===== src/rtl/drive_pkg.sv =====
// Shared definitions for the H-bridge drive stage: state encoding, default
// sizing and small helpers used by the controller.
package drive_pkg;

    typedef enum logic [1:0] {
        IDLE  = 2'b00,
        FWD   = 2'b01,
        BWD   = 2'b10,
        COAST = 2'b11
    } state_t;

    localparam int DEF_PWM_BITS     = 8;
    localparam int DEF_DEADTIME_CYC = 1000;
    localparam int DEAD_CNT_BITS    = 16;

    function automatic logic is_driving(input state_t s);
        return (s == FWD) || (s == BWD);
    endfunction

    function automatic logic fwd_exit(input logic fwd_req, input logic bwd_req,
                                      input logic stop_f);
        return stop_f | ~fwd_req | bwd_req;
    endfunction

    function automatic logic bwd_exit(input logic fwd_req, input logic bwd_req,
                                      input logic stop_b);
        return stop_b | ~bwd_req | fwd_req;
    endfunction

endpackage


===== src/rtl/drive_pwm_gen.sv =====
// Free-running PWM generator. The duty word is latched only at the counter
// wrap so a period is never cut short or stretched mid-way.
module pwm_gen
    import drive_pkg::*;
#(
    parameter int PWM_BITS = DEF_PWM_BITS
) (
    input  logic                clk,
    input  logic                rst,
    input  logic [PWM_BITS-1:0] i_duty,
    output logic                o_pwm_raw,
    output logic                o_pwm_next
);

    localparam logic [PWM_BITS-1:0] CNT_MAX = {PWM_BITS{1'b1}};
    localparam logic [PWM_BITS-1:0] CNT_ONE = PWM_BITS'(1'b1);

    logic [PWM_BITS-1:0] r_pwm_cnt;
    logic [PWM_BITS-1:0] r_duty_lat;
    logic [PWM_BITS-1:0] w_cnt_next;
    logic [PWM_BITS-1:0] w_duty_lat_next;

    // Next counter/latch values; the compare on them is what the output flops load.
    always_comb begin
        w_cnt_next = r_pwm_cnt + CNT_ONE;
        if (r_pwm_cnt == CNT_MAX) begin
            w_duty_lat_next = i_duty;
        end else begin
            w_duty_lat_next = r_duty_lat;
        end
        o_pwm_raw  = (r_pwm_cnt < r_duty_lat);
        o_pwm_next = (w_cnt_next < w_duty_lat_next);
    end

    // Counter and duty latch.
    always_ff @(posedge clk) begin
        if (rst) begin
            r_pwm_cnt  <= '0;
            r_duty_lat <= '0;
        end else begin
            r_pwm_cnt  <= w_cnt_next;
            r_duty_lat <= w_duty_lat_next;
        end
    end

endmodule


===== src/rtl/drive_ctrl.sv =====
// H-bridge drive controller: direction FSM with an enforced coast interval on
// every exit from a driving state, gated PWM onto the two bridge legs.
module drive_ctrl
    import drive_pkg::*;
#(
    parameter int PWM_BITS     = DEF_PWM_BITS,
    parameter int DEADTIME_CYC = DEF_DEADTIME_CYC
) (
    input  logic                clk,
    input  logic                rst,
    input  logic                fwd_req,
    input  logic                bwd_req,
    input  logic                stop_f,
    input  logic                stop_b,
    input  logic [PWM_BITS-1:0] duty,
    output logic                pwm_a,
    output logic                pwm_b,
    output logic                moving,
    output logic [1:0]          state_o
);

    localparam logic [DEAD_CNT_BITS-1:0] DEAD_LOAD = DEAD_CNT_BITS'(DEADTIME_CYC - 1);
    localparam logic [DEAD_CNT_BITS-1:0] DEAD_ONE  = DEAD_CNT_BITS'(1'b1);
    localparam logic [DEAD_CNT_BITS-1:0] DEAD_ZERO = DEAD_CNT_BITS'(1'b0);

    state_t                   r_state;
    state_t                   w_next_state;
    logic [DEAD_CNT_BITS-1:0] r_dead_cnt;
    logic [DEAD_CNT_BITS-1:0] w_dead_cnt_next;

    logic w_pwm_raw;
    logic w_pwm_next;
    logic w_pwm_a_next;
    logic w_pwm_b_next;
    logic w_moving_next;

    logic r_pwm_a;
    logic r_pwm_b;
    logic r_moving;

    pwm_gen #(
        .PWM_BITS (PWM_BITS)
    ) u_pwm_gen (
        .clk        (clk),
        .rst        (rst),
        .i_duty     (duty),
        .o_pwm_raw  (w_pwm_raw),
        .o_pwm_next (w_pwm_next)
    );

    // State register and dead-time counter.
    always_ff @(posedge clk) begin
        if (rst) begin
            r_state    <= IDLE;
            r_dead_cnt <= DEAD_ZERO;
        end else begin
            r_state    <= w_next_state;
            r_dead_cnt <= w_dead_cnt_next;
        end
    end

    // Next-state logic; a reversal must always pass through COAST and IDLE.
    always_comb begin
        w_next_state    = r_state;
        w_dead_cnt_next = r_dead_cnt;
        case (r_state)
            IDLE: begin
                if (fwd_req && !bwd_req && !stop_f) begin
                    w_next_state = FWD;
                end else if (bwd_req && !fwd_req && !stop_b) begin
                    w_next_state = BWD;
                end else begin
                    w_next_state = IDLE;
                end
            end
            FWD: begin
                if (fwd_exit(fwd_req, bwd_req, stop_f)) begin
                    w_next_state    = COAST;
                    w_dead_cnt_next = DEAD_LOAD;
                end else begin
                    w_next_state = FWD;
                end
            end
            BWD: begin
                if (bwd_exit(fwd_req, bwd_req, stop_b)) begin
                    w_next_state    = COAST;
                    w_dead_cnt_next = DEAD_LOAD;
                end else begin
                    w_next_state = BWD;
                end
            end
            COAST: begin
                if (r_dead_cnt == DEAD_ZERO) begin
                    w_next_state = IDLE;
                end else begin
                    w_next_state    = COAST;
                    w_dead_cnt_next = r_dead_cnt - DEAD_ONE;
                end
            end
            default: begin
                w_next_state    = IDLE;
                w_dead_cnt_next = DEAD_ZERO;
            end
        endcase
    end

    // Output decode from next state, so the legs react on the same edge as the FSM.
    always_comb begin
        w_pwm_a_next  = (w_next_state == FWD) & w_pwm_next;
        w_pwm_b_next  = (w_next_state == BWD) & w_pwm_next;
        w_moving_next = is_driving(w_next_state);
    end

    // Registered outputs; reset drops both legs at once with no coast.
    always_ff @(posedge clk) begin
        if (rst) begin
            r_pwm_a  <= 1'b0;
            r_pwm_b  <= 1'b0;
            r_moving <= 1'b0;
        end else begin
            r_pwm_a  <= w_pwm_a_next;
            r_pwm_b  <= w_pwm_b_next;
            r_moving <= w_moving_next;
        end
    end

    assign pwm_a   = r_pwm_a;
    assign pwm_b   = r_pwm_b;
    assign moving  = r_moving;
    assign state_o = r_state;

    // Current-cycle PWM level is only of interest in simulation views.
    logic w_unused;
    assign w_unused = w_pwm_raw;

endmodule


===== config.mk =====
export PLATFORM = sky130hd
export DESIGN_NAME = drive_ctrl
export DESIGN_NICKNAME = d
export VERILOG_FILES = /design/src/rtl/drive_pkg.sv /design/src/rtl/drive_pwm_gen.sv /design/src/rtl/drive_ctrl.sv
export SDC_FILE = /design/constraint.sdc
export NUM_CORES = 1
export LEC_CHECK = 0
export CAP_MARGIN = 25
export CORE_ASPECT_RATIO = 1.75
export CORE_MARGIN = 5
export CORE_UTILIZATION = 52
export CTS_BUF_LIST = sky130_fd_sc_hd__clkbuf_16
export CTS_CLUSTER_DIAMETER = 80
export DETAILED_ROUTE_END_ITERATION = 6
export GPL_TIMING_DRIVEN = 0
export PLACE_DENSITY = 0.79
export SYNTH_ARGS = -nofsm -noshare
export SYNTH_HDL_FRONTEND = slang
export SYNTH_SLANG_ARGS = --single-unit

===== constraint.sdc =====
create_clock -name clk -period 6.1 [get_ports clk]
set_input_delay 0.915 -clock clk [delete_from_list [all_inputs] [get_ports clk]]
set_output_delay 0.915 -clock clk [all_outputs]
set_load 0.02 [all_outputs]

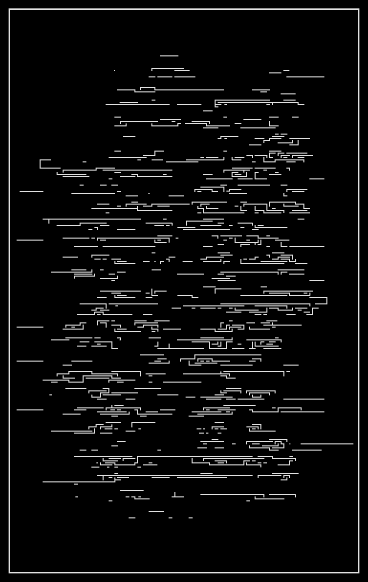
*Met1 routing, run 1*
247 nets have wire on it. The layer holds 39% of the routed length. The layer carries 1540 um of wire. The wires run mostly horizontal. The longest straight run is 24.8 um.

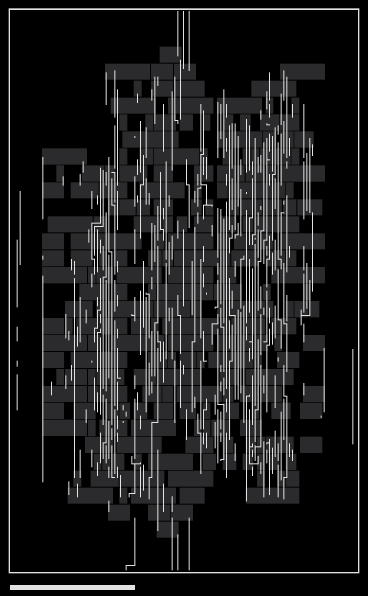
*Met2 routing, run 1*
Bar = 20 um.
The longest straight run is 33.0 um. The layer carries 2170 um of wire. 223 nets have wire on it. The layer holds 55% of the routed length. The wires run mostly vertical.
Final Routed Wirelength: 3.93 mm
total vias in the final route: 1584
global-route track usage on met2: 0.316

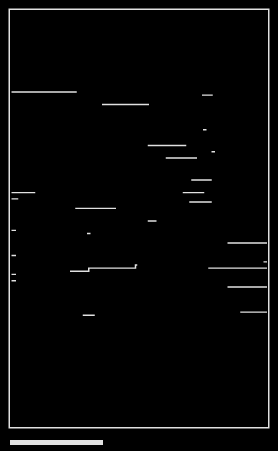
*Metal 3, run 1*
Bar = 20 um.
The longest straight run is 13.8 um. The layer carries 126 um of wire. 19 nets have wire on it. The wires run mostly horizontal. The layer holds 3.2% of the routed length.

## run 1: registers in the layout, summed over array words and instances, names as in the netlist
name	flops
r_dead_cnt	16
u_pwm_gen.r_duty_lat	8
state_o	2
moving	1
u_pwm_gen.r_pwm_cnt	8
pwm_a	1
pwm_b	1
## run 1: worst max-delay path: stages
cell                              delay, ns
sky130_fd_sc_hd__clkdlybuf4s50_1       0.51
sky130_fd_sc_hd__nor4b_1               0.24
sky130_fd_sc_hd__nor3_2                0.35
sky130_fd_sc_hd__a21boi_0              0.49
sky130_fd_sc_hd__a21oi_1               0.13
sky130_fd_sc_hd__a311oi_1              0.29
==> run summary, run 1 <==
Purpose: to document the outcome of synthesis and place and route.

Status
The flow ran to the end, and the final reports show no timing, DRC or antenna violations.

Final layout
After routing the design area is approximately 2300 um2. The antenna diode count is 0. Of the total standard cell area in the layout, the sequential portion is 0.324. The clock buffer instance count of the final layout is 5.

Pwr
Of the total power, the clock network draws 0.361. The cell area power density is around 290 nW/um2.

Final timing
The number of pins with negative max-slew slack in the final report is 0. Setup repair after global routing left no endpoint under its margin.

Yosys
The number of nets at floorplan is roughly 230. The sequential-to-total area share from yosys stat is 0.388. The synthesized design contains 0 enable-type register cells.

Routing
According to the report, the first pass of detailed routing completed in 4 iterations.

Critical path
STA classifies the critical path startpoint as an input pin. The number of cells on the worst reg-to-reg path is 9.

Job
The total of max-cap violations is 0.

Clock network
The clock tree from TritonCTS is done.

Placed design
The placement report lists the number of port buffers as 18.

Global routing
The busiest layer in global routing is met2.

Worst hold path
Looking at hold timing, the worst path starts from u_pwm_gen.r_pwm_cnt[0]. Checking hold timing, the worst path is listed with class register to register.
==> inputs of run 2 (changes only) <==
==> constraint.sdc (replaced) <==
create_clock -name clk -period 2.7 [get_ports clk]
set_input_delay 0.405 -clock clk [delete_from_list [all_inputs] [get_ports clk]]
set_output_delay 0.405 -clock clk [all_outputs]
set_load 0.02 [all_outputs]
==> run 2 against run 1 <==
  * Routed wire length is 0.71% higher
  * Sequential share of layout area down 0.49 points
  * Power increased by 130%
  * Via count is 2.7% higher
  * Register-to-register slack worse by 3.1 ns
  * Critical path type is now register to register
  * Clock power rose by 120%
  * Core utilization increased by 0.98 points
==> run summary, run 2 <==
Purpose: to document the outcome of synthesis and place and route.

Status
The run finished with clean final reports.

Global routing
The number of antenna violations at the first check in global routing came to 0.

Final layout
For this run, the share of the core covered by cells in the final layout is 0.646. The area growth from synthesis to final layout is 21.6%. More flip-flops sit in one register than any other, and that register is r_dead_cnt. The number of flip-flops in the largest register is 16 (unchanged). The antenna diode count is 0 (unchanged).

The cell area after layout came to 2320 um2 (+1.5%). In the final layout, the registers with the most flip-flops are r_dead_cnt: 16 flops, u_pwm_gen.r_duty_lat: 8 flops, u_pwm_gen.r_pwm_cnt: 8 flops.

Worst hold path
The startpoint of the tightest hold check path is u_pwm_gen.r_pwm_cnt[0]. The class of the tightest hold or removal check is register to register.

Yosys
The mux cell area share after synthesis is 0.0426. Summing every instance area after synthesis gives around 1900 um2. The sequential-to-total area share from yosys stat came to 0.388 (unchanged). The synthesized netlist cell count is roughly 210. The area recorded from the Yosys report for this design is between 1500 and 2000 um2. The number of flops mapped to enable cells by yosys came to 0 (unchanged). The number of nets at floorplan is 234 (unchanged).

Placed design
The number of port buffers is 18 (unchanged).

Critical path
The signal on the critical path passes through ha_1 > nand3_2 > nor3_4 > buf_4 > mux2i_1 > ha_1 > a21oi_1 > nor2b_1 > o21ai_0 > o21ai_0 > nor4_1. The number of cells on the critical path is 11 (+5). Tracing the worst setup path back leads to its startpoint at u_pwm_gen.r_pwm_cnt[0]. The number of buffer and inverter stages on the critical path is 1 (unchanged).

STA classifies the critical path startpoint as a register. The count of cells along the worst register-to-register path is 11 (+2). STA reports a reg2reg setup slack of around 0.23 ns. The cell at the slowest stage of the critical path is sky130_fd_sc_hd__dfxtp_1.

The largest stage delay on the critical path is 0.39 ns (-0.12 ns).

Die
The overall die width is 55.8 um. According to the floorplan log, the row count is 29. The I/O pin total is 19.

Routing
The first-pass iteration count of the detailed router is 6 (+2).

Pwr
The cell area power density came to 642 nW/um2 (+120%). The portion of total power attributed to the clock network is 0.359 (-0.002). Summed over the clock group, the power is 0.000534 W.

Final timing
The number of pins with negative max-slew slack in the final report is 0 (unchanged). The final timing summary puts the cycle share of the worst path at 0.913. In the final run the clock tree shows a worst skew of between 0.004 and 0.005 ns.

Setup repair after global routing left no endpoint under its margin.

Job
The total of max-cap violations came to 0 (unchanged).

Clock network
TritonCTS built the clock tree.
[run 2: final cells by class]
cell class | count | area share
timing repair buffer | 22 | 0.0906
inverter | 5 | 0.00809
clock buffer | 5 | 0.0539
clock inverter | 3 | 0.00593
buffer | 5 | 0.0156
sequential | 37 | 0.319
tap | 46 | 0.0248
multi-input combinational | 162 | 0.482
[run 2: per-layer routing]
layer | vias up | share of wire | GRT usage
li1 | 807 | - | -
met1 | 768 | 0.39 | 0.157
met2 | 39 | 0.55 | 0.320
met3 | 12 | 0.030 | 0.0487
met4 | 0 | 0.024 | 0.0791
met5 | - | 0 | 0
[run 2: repair_timing]
| item | 4_1_cts | 5_1_grt |
|---|---|---|
| endpoints found under the setup margin | 2 | 2 |
| pin swaps | 1 | 0 |
| resized | 0 | 1 |
| buffers inserted | 4 | 0 |
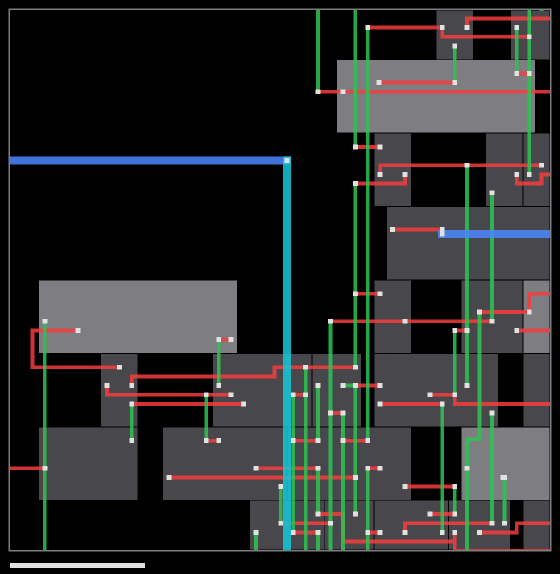
*A small window of the routed layout, run 2*
Bar = 5 um. Region (4, 58) to (24, 78) um. Cells in gray, sequential cells in the stronger gray; small squares are vias.
Blue stands for metal 3. Green stands for metal 2. Cyan stands for metal 4. Red stands for metal 1.
19 logic cells have their middle in the window. Sequential cells in the window: 2. Most frequent: nor2_1 (3), ha_1 (3). Netlist names of flops here include u_pwm_gen.r_duty_lat (2).

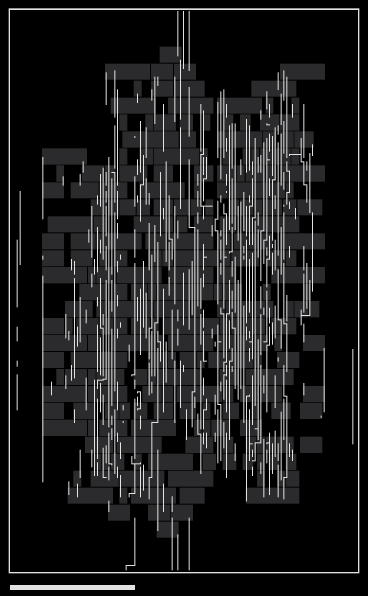
*Met2 routing, run 2*
Bar = 20 um.
227 nets have wire on it. The wires run mostly vertical. The layer holds 55% of the routed length. The longest straight run is 43.2 um. The layer carries 2190 um of wire.

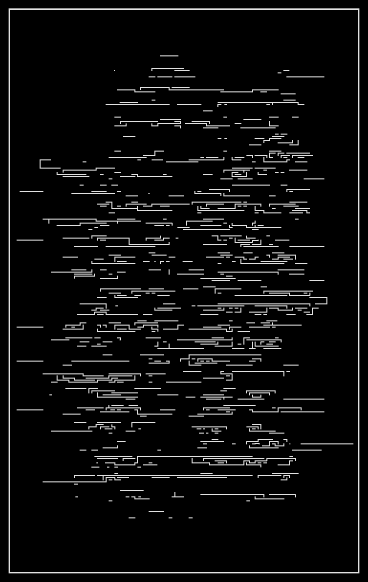
*Met1 routing, run 2*
248 nets have wire on it. The layer carries 1550 um of wire. The layer holds 39% of the routed length.
fraction of met1 tracks used by global routing: 0.157
Final Routed Wirelength: 3.95 mm
total vias in the final route: 1626

No activity file was given, so power comes from the tool's default toggle rates.
